File: config.mk
export PLATFORM = sky130hd
export DESIGN_NAME = control_sequencer
export DESIGN_NICKNAME = d
export VERILOG_FILES = /design/src/rtl/control_sequencer.sv
export SDC_FILE = /design/constraint.sdc
export NUM_CORES = 1
export LEC_CHECK = 0
export CORE_AREA = 2 2 39 41
export CTS_CLUSTER_SIZE = 8
export DETAILED_ROUTE_END_ITERATION = 7
export DIE_AREA = 0 0 41 43
export MAX_ROUTING_LAYER = met4
export PLACE_DENSITY = 0.8
export REMOVE_ABC_BUFFERS = 1
export SYNTH_ARGS = -nofsm -noshare
export SYNTH_HDL_FRONTEND = slang
export SYNTH_SLANG_ARGS = --single-unit
File: constraint.sdc
create_clock -name clk -period 2.2 [get_ports clk]
set_input_delay 0.22 -clock clk [delete_from_list [all_inputs] [get_ports clk]]
set_output_delay 0.22 -clock clk [all_outputs]
set_load 0.02 [all_outputs]
File: src/rtl/control_sequencer.sv
// rtl/control_sequencer.sv - microcoded control FSM for a two-register load/store datapath
// Three-process Moore FSM; T3-T5 behaviour is selected by the opcode held in IR.
module control_sequencer (
  input  logic       clk,
  input  logic       rst,
  input  logic       run,
  input  logic [4:0] op,
  input  logic       mem_ready,
  output logic       pco,
  output logic       iro,
  output logic       maro,
  output logic       mdro,
  output logic       r0o,
  output logic       r1o,
  output logic       pcin,
  output logic       irin,
  output logic       marin,
  output logic       mdrin,
  output logic       r0in,
  output logic       r1in,
  output logic       incpc,
  output logic       read,
  output logic       write,
  output logic       done,
  output logic [3:0] step
);

  localparam logic [3:0] S_IDLE = 4'd0;
  localparam logic [3:0] S_T0   = 4'd1;
  localparam logic [3:0] S_T1   = 4'd2;
  localparam logic [3:0] S_T2   = 4'd3;
  localparam logic [3:0] S_T3   = 4'd4;
  localparam logic [3:0] S_T4   = 4'd5;
  localparam logic [3:0] S_T5   = 4'd6;
  localparam logic [3:0] S_HALT = 4'd15;

  localparam logic [4:0] OP_LD  = 5'b00000;
  localparam logic [4:0] OP_ST  = 5'b00001;
  localparam logic [4:0] OP_MOV = 5'b00010;
  localparam logic [4:0] OP_HLT = 5'b00011;

  logic [3:0] state_q;
  logic [3:0] state_d;

  always_ff @(posedge clk) begin
    if (rst) begin
      state_q <= S_IDLE;
    end else begin
      state_q <= state_d;
    end
  end

  always_comb begin
    state_d = S_IDLE;
    case (state_q)
      S_IDLE: state_d = run ? S_T0 : S_IDLE;
      S_T0:   state_d = S_T1;
      S_T1:   state_d = mem_ready ? S_T2 : S_T1;
      S_T2:   state_d = S_T3;
      S_T3: begin
        case (op)
          OP_LD, OP_ST: state_d = S_T4;
          OP_HLT:       state_d = S_HALT;
          default:      state_d = S_T0;
        endcase
      end
      S_T4: begin
        if (op == OP_LD) begin
          state_d = mem_ready ? S_T5 : S_T4;
        end else if (op == OP_ST) begin
          state_d = S_T5;
        end else begin
          state_d = S_T0;
        end
      end
      S_T5: begin
        // Only a store waits here; a load has already completed its read in T4.
        if (op == OP_ST) begin
          state_d = mem_ready ? S_T0 : S_T5;
        end else begin
          state_d = S_T0;
        end
      end
      S_HALT:  state_d = S_HALT;
      default: state_d = S_IDLE;
    endcase
  end

  always_comb begin
    pco   = 1'b0;
    iro   = 1'b0;
    maro  = 1'b0;
    mdro  = 1'b0;
    r0o   = 1'b0;
    r1o   = 1'b0;
    pcin  = 1'b0;
    irin  = 1'b0;
    marin = 1'b0;
    mdrin = 1'b0;
    r0in  = 1'b0;
    r1in  = 1'b0;
    incpc = 1'b0;
    read  = 1'b0;
    write = 1'b0;
    done  = 1'b0;
    case (state_q)
      S_T0: begin
        pco   = 1'b1;
        marin = 1'b1;
        incpc = 1'b1;
      end
      S_T1: begin
        read  = 1'b1;
        mdrin = 1'b1;
      end
      S_T2: begin
        mdro = 1'b1;
        irin = 1'b1;
      end
      S_T3: begin
        if (op == OP_LD || op == OP_ST) begin
          r1o   = 1'b1;
          marin = 1'b1;
        end else if (op == OP_MOV) begin
          r1o  = 1'b1;
          r0in = 1'b1;
        end
      end
      S_T4: begin
        if (op == OP_LD) begin
          read  = 1'b1;
          mdrin = 1'b1;
        end else if (op == OP_ST) begin
          r0o   = 1'b1;
          mdrin = 1'b1;
        end
      end
      S_T5: begin
        if (op == OP_LD) begin
          mdro = 1'b1;
          r0in = 1'b1;
        end else if (op == OP_ST) begin
          write = 1'b1;
        end
      end
      S_HALT:  done = 1'b1;
      default: ;
    endcase
  end

  assign step = state_q;

endmodule
### Port wiring

Drawn at 6 px/um.
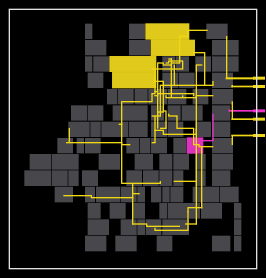
port	colour	direction	edge	end cells	buffers	wire
marin	magenta	output	right	1	1	10.5 um
step	yellow	output	right	4	6	279 um
PortBufs: 24
# IOs: 29

### Local utilization

Drawn at 8 px/um. 8 x 9 tiles, from dark blue (low) to red (high), 0 to 100% covered.
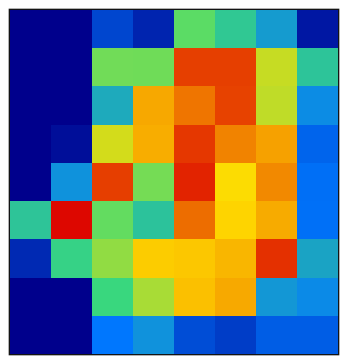
emptiest ninth of the die	upper left
fullest tile	99%
nearly empty tiles	17%
tiles over 75% full	31%
Initial Util: 0.350
post-layout util: 0.599
core area: 1380 um2

### Clock network drawn from the DEF

Drawn at 8 px/um.
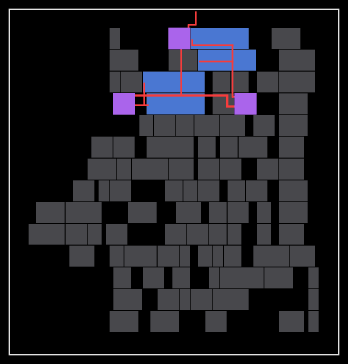
[clock wires] red | length: 52.4 um
[flip-flops] blue | count: 4
[clock-net drivers] purple | count: 3
flops lie	top centre
routed clock nets	4

==> flow_summary.ini <==
; generated from flow reports
[detailed_routing]
dr_wl_met2_um = 652
viasPerCell = 5.28
ant_nets = 0
wire_per_inst_um = 11.6

[min_path]
holdPathEnd = step[3]$_SDFF_PP0_
hold_path_depth = 2

[logic_synthesis]
top_cells_by_count = 5 x buf_4, 4 x dfxtp_1
topCellsByArea = dfxtp_1 17%, buf_4 7.8%, and4bb_2 5.2%
edf_count = 0
synthMuxAreaShare = 0
yosysWarnings = 0
yosys.stat.seqShare = 0.165

[power_and_ir_drop]
power_mw = 0.304
powerDensity_nw_per_um2 = 367
p_comb_mw = 0.128
sw_frac_of_total = 0.332
leakagePower_nw = 0.421
seq_power_mw = 0.0869

[final_timing]
report.final.hold_viol_count = 0
finalClockSkew_ps = 5.67
drv_slew = 0
rsz0062_at_grt = no
fin_crit_ps = 2030

[placed_design]
place_area_um2 = 800
dp_slack_ps = -112

[finish]
fin_area_um2 = 830
nNonClkBuffers = 37
logic_area_um2 = 350
final_common_cell = clkdlybuf4s50_1
flop-count = 4
diodes = 0
flop_area_um2 = 81.3

[grt]
antenna_found_initial = 0
track_usage = 0.179
grtUsageMet1 = 0.215

[critical_path]
crit_path_top_delay_cell = clkdlybuf4s50_1
rr_endpoint = step[0]$_SDFF_PP0_
reg2reg_setup_slack_ps = 880
worstSetupPathType = in2out
timing.rr.start = step[2]$_SDFF_PP0_

[run_status]
outcome = finished clean

[cts]
holdBufCountCts = 0
